$ cat src/rtl/random_range_gen.sv
// Bounded pseudo-random source: free-running Galois LFSR with optional seeding
// from the seconds counter, plus a bit-serial modulo engine behind a req/valid/busy handshake.
module random_range_gen #(
    parameter int               WIDTH = 8,
    parameter int               SEC_W = 8,
    parameter logic [WIDTH-1:0] TAPS  = WIDTH'(8'hB8)
) (
    input  logic             clk_1hz,
    input  logic             rst,
    input  logic [SEC_W-1:0] sec,
    input  logic             seed_load,
    input  logic             req,
    input  logic [WIDTH-1:0] limit,
    output logic [WIDTH-1:0] rand_o,
    output logic             valid,
    output logic             busy
);

    localparam int              CNT_W = $clog2(WIDTH);
    localparam logic [CNT_W-1:0] LAST = CNT_W'(WIDTH - 1);

    typedef enum logic {
        IDLE,
        REDUCE
    } state_t;

    state_t           state_q, state_d;
    logic [WIDTH-1:0] lfsr_q, lfsr_d;
    logic [WIDTH-1:0] rand_q, rand_d;
    logic             valid_q, valid_d;
    logic             busy_q, busy_d;
    logic [WIDTH-1:0] sample_q, sample_d;
    logic [WIDTH-1:0] lim_q, lim_d;
    logic [WIDTH-1:0] rem_q, rem_d;
    logic [CNT_W-1:0] cnt_q, cnt_d;

    logic [WIDTH-1:0] sec_w;
    logic [WIDTH-1:0] seeded;
    logic [WIDTH:0]   trial;
    logic [WIDTH-1:0] rem_new;

    assign sec_w  = WIDTH'(sec);
    assign seeded = lfsr_q ^ sec_w;

    // Seeding replaces the step; an all-zero result would lock the LFSR, so it is forced to 1.
    always_comb begin
        lfsr_d = lfsr_q;
        if (seed_load) begin
            lfsr_d = (seeded == '0) ? WIDTH'(1) : seeded;
        end else if (lfsr_q[0]) begin
            lfsr_d = (lfsr_q >> 1) ^ TAPS;
        end else begin
            lfsr_d = lfsr_q >> 1;
        end
    end

    // Restoring division step: sample is shifted so its MSB is always the next bit to bring down.
    always_comb begin
        trial   = {rem_q, sample_q[WIDTH-1]};
        rem_new = trial[WIDTH-1:0];
        if (trial >= {1'b0, lim_q}) begin
            rem_new = WIDTH'(trial - {1'b0, lim_q});
        end
    end

    always_comb begin
        state_d  = state_q;
        rand_d   = rand_q;
        valid_d  = 1'b0;
        busy_d   = busy_q;
        sample_d = sample_q;
        lim_d    = lim_q;
        rem_d    = rem_q;
        cnt_d    = cnt_q;
        case (state_q)
            IDLE: begin
                if (req) begin
                    if (limit == '0) begin
                        rand_d  = lfsr_q;
                        valid_d = 1'b1;
                    end else begin
                        sample_d = lfsr_q;
                        lim_d    = limit;
                        rem_d    = '0;
                        cnt_d    = '0;
                        busy_d   = 1'b1;
                        state_d  = REDUCE;
                    end
                end
            end
            REDUCE: begin
                rem_d    = rem_new;
                sample_d = sample_q << 1;
                cnt_d    = cnt_q + CNT_W'(1);
                if (cnt_q == LAST) begin
                    rand_d  = rem_new;
                    valid_d = 1'b1;
                    busy_d  = 1'b0;
                    cnt_d   = '0;
                    state_d = IDLE;
                end
            end
            default: begin
                state_d = IDLE;
                busy_d  = 1'b0;
            end
        endcase
    end

    always_ff @(posedge clk_1hz) begin
        if (rst) begin
            state_q  <= IDLE;
            lfsr_q   <= WIDTH'(1);
            rand_q   <= '0;
            valid_q  <= 1'b0;
            busy_q   <= 1'b0;
            sample_q <= '0;
            lim_q    <= '0;
            rem_q    <= '0;
            cnt_q    <= '0;
        end else begin
            state_q  <= state_d;
            lfsr_q   <= lfsr_d;
            rand_q   <= rand_d;
            valid_q  <= valid_d;
            busy_q   <= busy_d;
            sample_q <= sample_d;
            lim_q    <= lim_d;
            rem_q    <= rem_d;
            cnt_q    <= cnt_d;
        end
    end

    assign rand_o = rand_q;
    assign valid  = valid_q;
    assign busy   = busy_q;

endmodule

$ cat config.mk
export PLATFORM = sky130hd
export DESIGN_NAME = random_range_gen
export DESIGN_NICKNAME = d
export VERILOG_FILES = /design/src/rtl/random_range_gen.sv
export SDC_FILE = /design/constraint.sdc
export NUM_CORES = 1
export LEC_CHECK = 0
export ABC_CLOCK_PERIOD_IN_PS = 5700
export CAP_MARGIN = 20
export CORE_MARGIN = 4
export CORE_UTILIZATION = 50
export CTS_CLUSTER_SIZE = 8
export DETAILED_ROUTE_END_ITERATION = 6
export GPL_TIMING_DRIVEN = 0
export PLACE_DENSITY = 0.72
export SYNTH_ARGS = -nofsm -noshare
export SYNTH_HDL_FRONTEND = slang
export SYNTH_SLANG_ARGS = --single-unit
$ cat constraint.sdc
create_clock -name clk_1hz -period 5.7 [get_ports clk_1hz]
set_input_delay 1.14 -clock clk_1hz [delete_from_list [all_inputs] [get_ports clk_1hz]]
set_output_delay 1.14 -clock clk_1hz [all_outputs]
set_load 0.02 [all_outputs]
Figure 1. The metal 1 layer (run 1).
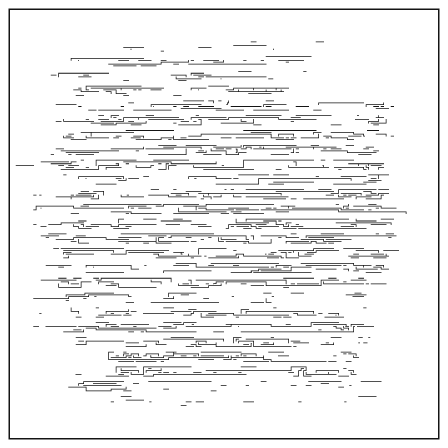
share of all routed wire: 44%
wire length on this layer: 2670 um

Figure 2. Metal layers overlaid (run 1).
Scale bar: 20 um.
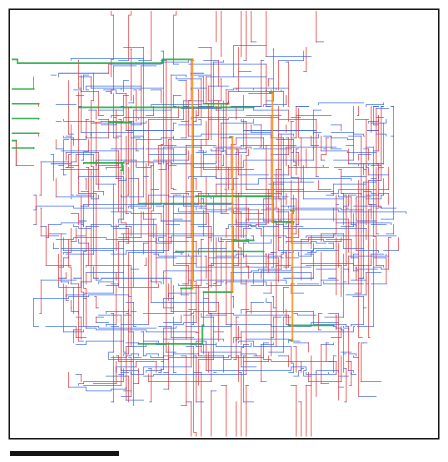
[M4] orange | wire length: 118 um
[M3] green | wire length: 195 um
[M2] red | wire length: 3040 um
[M1] blue | wire length: 2670 um

Figure 3. Cell classes on the final placement (run 1).
Scale bar: 20 um. Fill, decap, tap and diode cells in grey.
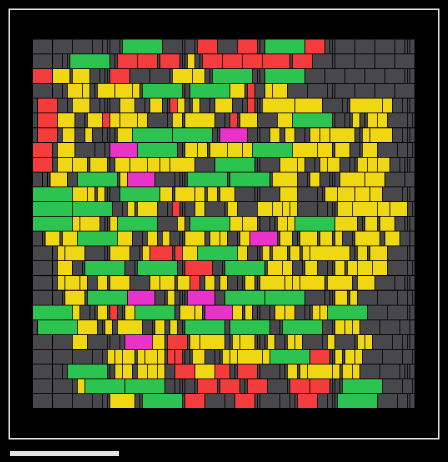
[remaining buffers and delay cells] red | cells: 44 | share of their area: 13%
[clock drivers and dummy loads] magenta | cells: 8 | share of their area: 3.8%
[remaining logic cells] yellow | cells: 228 | share of their area: 51%
[registers] green | cells: 46 | share of their area: 32%

==> results.cfg, run 1 <==
; yosys + openroad results
[status]
outcome = finished clean

[place]
placed_area_um2 = 2880
dp_slack_ps = 2674
dp_hpwl_um = 4627
place_congestion = 0.8254
dp_cells = 385

[synth]
top_area_share_pct = 36.74
synthMuxAreaShare_pct = 3.744
yosys-top-cells-area = dfxtp_1 (37%), a211oi_1 (5.1%), ha_1 (5.0%)
synthTopCellsByCount = dfxtp_1 (46), nor2_1 (29), a21oi_1 (24)
synth.distinct_cells = 57
adder_share_pct = 5.791
ys_cells = 289
synth-simple-area-share_pct = 17.72
top_area_cell = dfxtp_1
async_reset_ff_share_pct = 0

[worst_hold_path]
hold_depth = 2
whs_endpoint = lim_q[1]
hold_path.startpoint = lim_q[1]

[power]
power_density_nw_per_um2 = 293.5
p_clk_share_pct = 26.3
intPower_uw = 591.3
pwr-share-comb_pct = 32.2
switching_share_pct = 32.64
seq_power_share_pct = 41.5

[layout]
flops = 46
largest_class = multi-input combinational cells
final_nets = 356
comb_area_um2 = 1444
flop_area_um2 = 920.9
n_all_inverters = 14
layout-drive-gt1-share_pct = 8.896
final_util_pct = 62.48
fill_cells = 442
lay_top_count = dfxtp_1
clock_buffers = 8
antenna_cells = 0
fin_area_um2 = 2990
layout.cells.non_filler = 393
clk_share_pct = 3.682
logic_gate_count = 214
signal_buffers = 44

[clock_tree]
cts_buffers = 5
cts_setup_buffers = 0
clockRootBuffer = clkbuf_8
ctsHoldBuffers = 0
clock_path_buffers = 2
tritoncts = done

[floorplanning]
dieHeight_um = 78.80
fp_util_pct = 52.37
dieArea_um2 = 6209

[grt]
grt_overflow_total = 0
grt_first_pass_wirelength_um = 10260
met2_usage_pct = 35.99
antenna_found_initial = 0

[drt]
wl_met1_um = 2671
vias = 2187
met3_wirelength_um = 194
detail_route.wl_per_cell_um = 15.32
drcViolationCount = 0
dr.pass1.iters = 4
wl_met2_um = 3038

[final_timing]
finalClockSkew_ps = 7.279
fin_setup_tns_ps = 0
rsz0062_at_grt = false
max_freq_ghz = 0.3698

[critical_path]
crit_family = simple AND/OR/NAND/NOR gates
critPathMaxStageDelay_ps = 440
worst-endpoint-arrival_ps = 2880
rr_worst_depth = 10
critPathCapture = rand_o[6]
startpoint_type = input pin

[run]
drv_cap = 0
==> inputs of run 2 (changes only) <==
Settings changed: ABC_CLOCK_PERIOD_IN_PS 5700 to 2410, PLACE_DENSITY 0.72 to 0.75.
Clock period 5.7 ns to 2.41 ns, I/O delays scaled along.
==> run 2 against run 1 <==
  * Synthesized cell count did not move
  * Hold slack worse by 3.5 ps
  * Critical path depth increased by 4
==> results.cfg, run 2 <==
; yosys + openroad results
[synth]
synth.distinct_cells = 57
top_area_cell = dfxtp_1
ys_cells = 289
synth-simple-area-share_pct = 17.72
synthMuxAreaShare_pct = 3.744
adder_share_pct = 5.791
async_reset_ff_share_pct = 0

[critical_path]
startpoint_type = flop
rr_worst_depth = 10

[layout]
comb_area_um2 = 1459
flop_area_um2 = 922.1
layout.cells.non_filler = 395
antenna_cells = 0
n_all_inverters = 14
layout-drive-gt1-share_pct = 10.67
flops = 46
clk_share_pct = 3.042
largest_class = multi-input combinational cells
logic_gate_count = 214
clock_buffers = 7
final_nets = 358

[status]
outcome = finished clean

[clock_tree]
tritoncts = done
cts_buffers = 5
ctsHoldBuffers = 0
clock_path_buffers = 2

[power]
pwr-share-comb_pct = 33.4
intPower_uw = 1346
seq_power_share_pct = 42.8
power_density_nw_per_um2 = 673.5

[final_timing]
fin_setup_tns_ps = 0
finalClockSkew_ps = 7.142

[place]
dp_hpwl_um = 4641
placed_area_um2 = 2880
dp_slack_ps = 13.55

[grt]
met2_usage_pct = 33.62
antenna_found_initial = 0
grt_overflow_total = 0

[run]
drv_cap = 0

[drt]
met3_wirelength_um = 271
detail_route.wl_per_cell_um = 15.11
wl_met2_um = 2908

[floorplanning]
dieArea_um2 = 6209
Figure 4. Cell classes on the final placement (run 2).
Scale bar: 20 um. Fill, decap, tap and diode cells in grey.
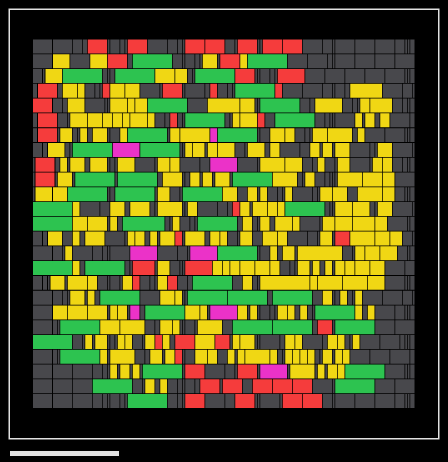
[remaining buffers and delay cells] red | cells: 46 | share of their area: 14%
[clock drivers and dummy loads] magenta | cells: 8 | share of their area: 3.1%
[registers] green | cells: 46 | share of their area: 32%
[remaining logic cells] yellow | cells: 228 | share of their area: 52%
final core occ: 62.75%
fraction of area in registers: 30.71%
final instance area: 3003 um2
row count: 25
core area: 4786 um2

Figure 5. Gate families picked out (run 2).
Scale bar: 20 um.
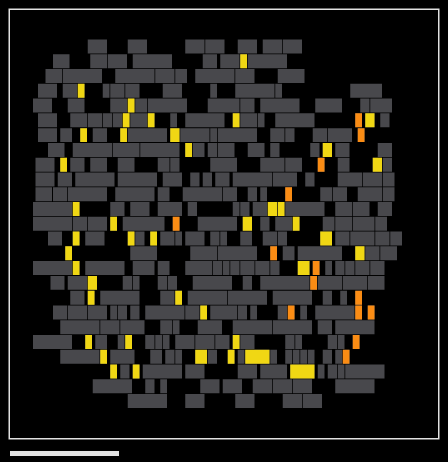
[inv cells] orange | cells: 14
[nor cells] yellow | cells: 42

No activity file was given, so power comes from the tool's default toggle rates.
